### src/rtl/mem_pkg.sv
// Shared definitions for the memory-stage front end: op codes, memory command codes,
// the FSM state type and the op decoder.
package mem_pkg;

    localparam logic [3:0] OP_LB  = 4'b0000;
    localparam logic [3:0] OP_LH  = 4'b0001;
    localparam logic [3:0] OP_LW  = 4'b0011;
    localparam logic [3:0] OP_LBU = 4'b0100;
    localparam logic [3:0] OP_LHU = 4'b0101;
    localparam logic [3:0] OP_SB  = 4'b1000;
    localparam logic [3:0] OP_SH  = 4'b1001;
    localparam logic [3:0] OP_SW  = 4'b1011;

    localparam logic [1:0] RW_IDLE  = 2'b00;
    localparam logic [1:0] RW_WRITE = 2'b01;
    localparam logic [1:0] RW_READ  = 2'b10;

    typedef enum logic {ST_IDLE, ST_RMW_WR} state_e;

    typedef enum logic [1:0] {SZ_BYTE, SZ_HALF, SZ_WORD} size_e;

    typedef struct packed {
        logic  legal;
        logic  store;
        logic  is_unsigned;
        size_e size;
    } op_info_t;

    function automatic op_info_t decode_op(input logic [3:0] op);
        op_info_t info;
        info = '{legal: 1'b1, store: op[3], is_unsigned: 1'b0, size: SZ_WORD};
        case (op)
            OP_LB, OP_SB: info.size = SZ_BYTE;
            OP_LH, OP_SH: info.size = SZ_HALF;
            OP_LW, OP_SW: info.size = SZ_WORD;
            OP_LBU: begin
                info.size        = SZ_BYTE;
                info.is_unsigned = 1'b1;
            end
            OP_LHU: begin
                info.size        = SZ_HALF;
                info.is_unsigned = 1'b1;
            end
            default: info.legal = 1'b0;
        endcase
        return info;
    endfunction

    function automatic logic [15:0] sat_inc(input logic [15:0] value);
        return (value == 16'hFFFF) ? value : value + 16'd1;
    endfunction

endpackage

### src/rtl/mem_lane_align.sv
// Little-endian lane handling: extract and extend load lanes, merge store lanes
// into a previously read word. Purely combinational.
module mem_lane_align
    import mem_pkg::*;
(
    input  logic [1:0]  lane,
    input  size_e       size,
    input  logic        is_unsigned,
    input  logic [31:0] rdata,
    input  logic [31:0] merge_word,
    input  logic [31:0] wdata,
    output logic [31:0] ld_data,
    output logic [31:0] st_word
);

    logic [7:0]  byte_sel;
    logic [15:0] half_sel;

    // NOTE: every signal written here gets a default first so no latch is inferred.
    always_comb begin
        byte_sel = rdata[{lane, 3'b000} +: 8];
        half_sel = lane[1] ? rdata[31:16] : rdata[15:0];

        ld_data = rdata;
        case (size)
            SZ_BYTE: ld_data = is_unsigned ? {24'h0, byte_sel} : {{24{byte_sel[7]}}, byte_sel};
            SZ_HALF: ld_data = is_unsigned ? {16'h0, half_sel} : {{16{half_sel[15]}}, half_sel};
            default: ld_data = rdata;
        endcase

        st_word = merge_word;
        case (size)
            SZ_BYTE: st_word[{lane, 3'b000} +: 8] = wdata[7:0];
            SZ_HALF: begin
                if (lane[1]) st_word[31:16] = wdata[15:0];
                else         st_word[15:0]  = wdata[15:0];
            end
            default: st_word = wdata;
        endcase
    end

endmodule

### src/rtl/mem_access_ctrl.sv
// Memory-stage front end: issues word reads/writes, runs sub-word stores as a
// stalled read-modify-write, extends loads and flags bad accesses.
// Optional per-kind op counters are built when MEM_ACCESS_STATS_EN is defined.
module mem_access_ctrl
    import mem_pkg::*;
#(
    parameter int DEPTH = 32,
    parameter int AW    = 32
) (
    input  logic          clk,
    input  logic          rst,
    input  logic          req_valid,
    input  logic [3:0]    req_op,
    input  logic [AW-1:0] req_addr,
    input  logic [31:0]   req_wdata,
    input  logic          debug_on,
    input  logic          stop_debug,
    input  logic [31:0]   mem_rdata,
    output logic [1:0]    mem_read_write,
    output logic [31:0]   mem_address,
    output logic [31:0]   mem_wdata,
    output logic          stall,
    output logic [31:0]   ld_data,
    output logic          ld_valid,
    output logic          acc_err
`ifdef MEM_ACCESS_STATS_EN
    ,
    output logic [15:0]   stat_loads,
    output logic [15:0]   stat_stores,
    output logic [15:0]   stat_rmw,
    output logic [15:0]   stat_errs
`endif
);

    localparam logic [AW-2:0] IDX_LIMIT = (AW-1)'(DEPTH);

    state_e         state, state_next;
    op_info_t       info;
    logic [AW-3:0]  word_idx;
    logic           misaligned, out_of_range, fault, frozen;
    logic           addr_en, ld_capture, merge_capture, err_set;
    logic [31:0]    merge_word, ld_ext, st_word;

    assign info         = decode_op(req_op);
    assign word_idx     = req_addr[AW-1:2];
    assign misaligned   = (info.size == SZ_HALF && req_addr[0]) ||
                          (info.size == SZ_WORD && req_addr[1:0] != 2'b00);
    assign out_of_range = {1'b0, word_idx} >= IDX_LIMIT;
    assign fault        = !info.legal || misaligned || out_of_range;
    assign frozen       = debug_on || stop_debug;
    assign mem_address  = addr_en ? 32'(word_idx) : 32'h0;

    mem_lane_align u_lane_align (
        .lane        (req_addr[1:0]),
        .size        (info.size),
        .is_unsigned (info.is_unsigned),
        .rdata       (mem_rdata),
        .merge_word  (merge_word),
        .wdata       (req_wdata),
        .ld_data     (ld_ext),
        .st_word     (st_word)
    );

    // Reset and debug freeze both force the memory port quiet.
    always_comb begin
        state_next     = state;
        mem_read_write = RW_IDLE;
        mem_wdata      = 32'h0;
        addr_en        = 1'b0;
        stall          = 1'b0;
        ld_capture     = 1'b0;
        merge_capture  = 1'b0;
        err_set        = 1'b0;
        if (rst) begin
            state_next = ST_IDLE;
        end else if (frozen) begin
            stall = 1'b1;
        end else begin
            case (state)
                ST_IDLE: begin
                    if (req_valid) begin
                        if (fault) begin
                            err_set = 1'b1;
                        end else if (!info.store) begin
                            mem_read_write = RW_READ;
                            addr_en        = 1'b1;
                            ld_capture     = 1'b1;
                        end else if (info.size == SZ_WORD) begin
                            mem_read_write = RW_WRITE;
                            addr_en        = 1'b1;
                            mem_wdata      = req_wdata;
                        end else begin
                            mem_read_write = RW_READ;
                            addr_en        = 1'b1;
                            stall          = 1'b1;
                            merge_capture  = 1'b1;
                            state_next     = ST_RMW_WR;
                        end
                    end
                end
                ST_RMW_WR: begin
                    mem_read_write = RW_WRITE;
                    addr_en        = 1'b1;
                    mem_wdata      = st_word;
                    state_next     = ST_IDLE;
                end
                default: state_next = ST_IDLE;
            endcase
        end
    end

    // NOTE: state and registered outputs use non-blocking assignments only.
    always_ff @(posedge clk or posedge rst) begin
        if (rst) begin
            state      <= ST_IDLE;
            ld_data    <= 32'h0;
            ld_valid   <= 1'b0;
            acc_err    <= 1'b0;
            merge_word <= 32'h0;
        end else begin
            state    <= state_next;
            ld_valid <= ld_capture;
            acc_err  <= err_set;
            if (ld_capture)    ld_data    <= ld_ext;
            if (merge_capture) merge_word <= mem_rdata;
        end
    end

`ifdef MEM_ACCESS_STATS_EN
    logic store_done, rmw_done;

    assign store_done = (mem_read_write == RW_WRITE);
    assign rmw_done   = store_done && (state == ST_RMW_WR);

    always_ff @(posedge clk or posedge rst) begin
        if (rst) begin
            stat_loads  <= 16'h0;
            stat_stores <= 16'h0;
            stat_rmw    <= 16'h0;
            stat_errs   <= 16'h0;
        end else begin
            if (ld_capture) stat_loads  <= sat_inc(stat_loads);
            if (store_done) stat_stores <= sat_inc(stat_stores);
            if (rmw_done)   stat_rmw    <= sat_inc(stat_rmw);
            if (err_set)    stat_errs   <= sat_inc(stat_errs);
        end
    end
`endif

endmodule

### config.mk
export PLATFORM = sky130hd
export DESIGN_NAME = mem_access_ctrl
export DESIGN_NICKNAME = d
export VERILOG_FILES = /design/src/rtl/mem_pkg.sv /design/src/rtl/mem_lane_align.sv /design/src/rtl/mem_access_ctrl.sv
export SDC_FILE = /design/constraint.sdc
export NUM_CORES = 1
export LEC_CHECK = 0
export ABC_AREA = 1
export CORE_AREA = 2 2 112 114
export CTS_CLUSTER_SIZE = 10
export DETAILED_ROUTE_END_ITERATION = 8
export DIE_AREA = 0 0 114 116
export HOLD_SLACK_MARGIN = 0.06
export PLACE_DENSITY = 0.81
export SLEW_MARGIN = 20
export SYNTH_ARGS = -nofsm -noshare
export SYNTH_HDL_FRONTEND = slang
export SYNTH_SLANG_ARGS = --single-unit
### constraint.sdc
create_clock -name clk -period 7.1 [get_ports clk]
set_input_delay 2.13 -clock clk [delete_from_list [all_inputs] [get_ports clk]]
set_output_delay 2.13 -clock clk [all_outputs]
set_load 0.01 [all_outputs]
==> flow_summary.json <==
{
  "clock_area_share_pct": 4.479,
  "buffers_excl_clock": 213,
  "timing.final.ws_setup_ns": 0.3227,
  "grt_setup_unrepaired": "no",
  "grt_max_degree": 66,
  "ioPinCount": 206,
  "routabilityCongestion": 0.9414,
  "grt_pass1_wl_mm": 27.46,
  "tns_ns": 0,
  "holdPathStages": 2,
  "wirelength_mm": 17.17,
  "synth_area_um2": 5281,
  "tool_warnings": 30,
  "met1_length_mm": 7.470,
  "powerComb_mw": 0.188,
  "ys_seq_share_pct": 31.75,
  "top_cells_by_count": "nand2_1 (228), nor2_1 (151), inv_1 (124)",
  "synth_top_cell_by_area": "dfrtp_1",
  "met1_usage_pct": 35.12,
  "cts_inserted_buffers": 9,
  "clock.fmax_mhz": 147.6,
  "combPwrFrac_pct": 17.4,
  "power_frac_clock_pct": 47.1,
  "crit_path_end_kind": "output pin",
  "tapCellCount": 147,
  "power_density_nw_per_um2": 140.8,
  "cts_tree": "yes",
  "flop_area_um2": 1677,
  "startpoint": "req_addr[0]",
  "cts_root_buf": "clkbuf_16",
  "portBuffers": 203,
  "r2r_slack_ns": 4.84,
  "hold_end": "ld_data[5]",
  "final-max-slew-violation-count": 0,
  "p_int_mw": 0.8122,
  "ff_type": "dfrtp_1",
  "r2r_start": "state",
  "switching_share_pct": 24.65,
  "combGateArea_um2": 2851,
  "hold_viol_final": 0,
  "arrival_ns": 4.65,
  "worstSetupEndpoint": "mem_address[22]",
  "crit_type": "in2out",
  "p_clk_mw": 0.508,
  "post_drt_via_cell_ratio": 5.064,
  "grt_usage_pct": 26.05,
  "antenna_cells": 0,
  "drive_above_1_share_pct": 7.558,
  "fin_skew_ns": 0.004053,
  "die_area_um2": 13220,
  "largest_cell_class": "logic gates",
  "clock_latency_ns": 0.33,
  "yosysUniqueCellTypes": 38,
  "pre_cts_slack_ns": 0.2375,
  "edf_count": 0,
  "pwr-share-seq_pct": 35.5,
  "initCoreUtil_pct": 44.34,
  "yosysCellCount": 838,
  "drc": 0,
  "outcome": "complete, no violations",
  "cellLeakagePower_nw": 3.957,
  "logic_gate_count": 605,
  "placed_cells": 1163,
  "grt_pass1_vias": 5652,
  "grt.busiest_layer": "met2",
  "slew_headroom_pct": 44.29,
  "largestRegisters": "ld_data: 32 flops, merge_word: 32 flops",
  "syn_area_per_cell_um2": 6.302,
  "top_layer_used": "met4",
  "synth.top_cell.area_share_pct": 31.75,
  "seq_power_mw": 0.382,
  "setup_viol": 0,
  "ir_drop_v": 0.0001383,
  "critPathRequiredTime_ns": 4.97,
  "most_common_cell": "nand2_1",
  "top_power_group": "clock",
  "path_max_fanout": 30,
  "ys_ff": 67,
  "postCtsHoldBufs": 0,
  "vias": 5970,
  "adder_share_pct": 1.185,
  "path_clk_slew_ns": 0.06,
  "dp_hpwl_mm": 13.32,
  "fin_crit_sh_pct": 95.45,
  "synth_cells": 838,
  "reg2reg_depth": 4,
  "worstReg2RegEnd": "ld_data[25]",
  "die_h_um": 116,
  "hp-start": "ld_data[5]"
}
[worst max-delay path: stages]
cell	delay, ns
clkdlybuf4s50_1	0.44
inv_2	0.14
ha_1	0.25
nand2_1	0.08
nand2_1	0.07
nand3_2	0.09
nor2_4	0.18
nand2_2	0.08
nand2_2	0.10
nand2_2	0.29
nor2_1	0.20
clkdlybuf4s50_1	0.58
[placed cells by master (no fill, tap or decap), types with 20 or more instances in the layout]
cell type        instances
o21ai_0                 32
inv_1                  122
clkdlybuf4s50_1        203
nand3_1                 55
dfrtp_1                 67
nand2_1                228
a21oi_1                 23
o211ai_1                20
o21ai_1                 20
nor2_1                 151
**Selected gate families**

Bar = 20 µm.
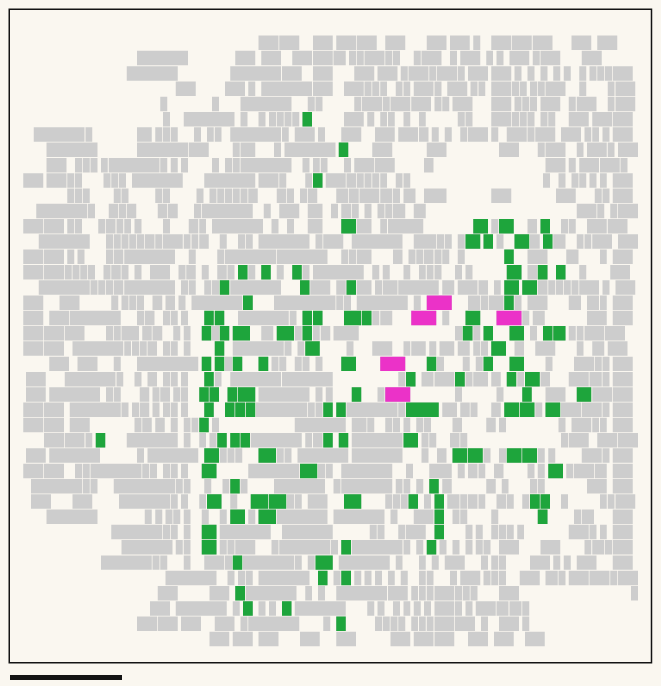
Key: inverting AOI/OAI gates = green [cells 119, most used o21ai_0]; adder and majority cells = magenta [cells 5, most used ha_1]
Commonest Layout Cell: nand2_1
logic share of the area: 37.26%
post-route insts no fill: 1179

**Cells colored by class**

Bar = 20 µm.
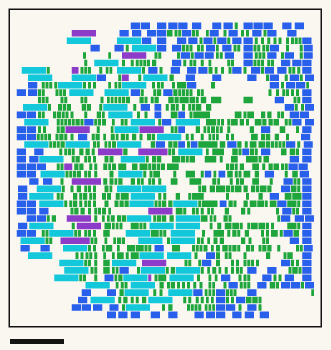
Key: other buffers and delay cells = blue [cells 213]; flip-flops = cyan [cells 67]; all other logic = green [cells 736]; clock drivers and dummy loads = purple [cells 16]
Core ar.: 11910 µm²
Seq area share: 21.91%
row cnt: 40
fin area: 7654 µm²
Layout Utilization: 64.25%

**Routing congestion**

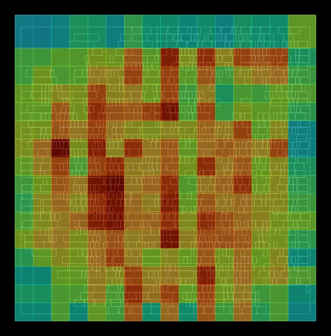
Wirelength per Cell: 14.56 µm
GR Util met2: 42.54%

No activity file was given, so power comes from the tool's default toggle rates.
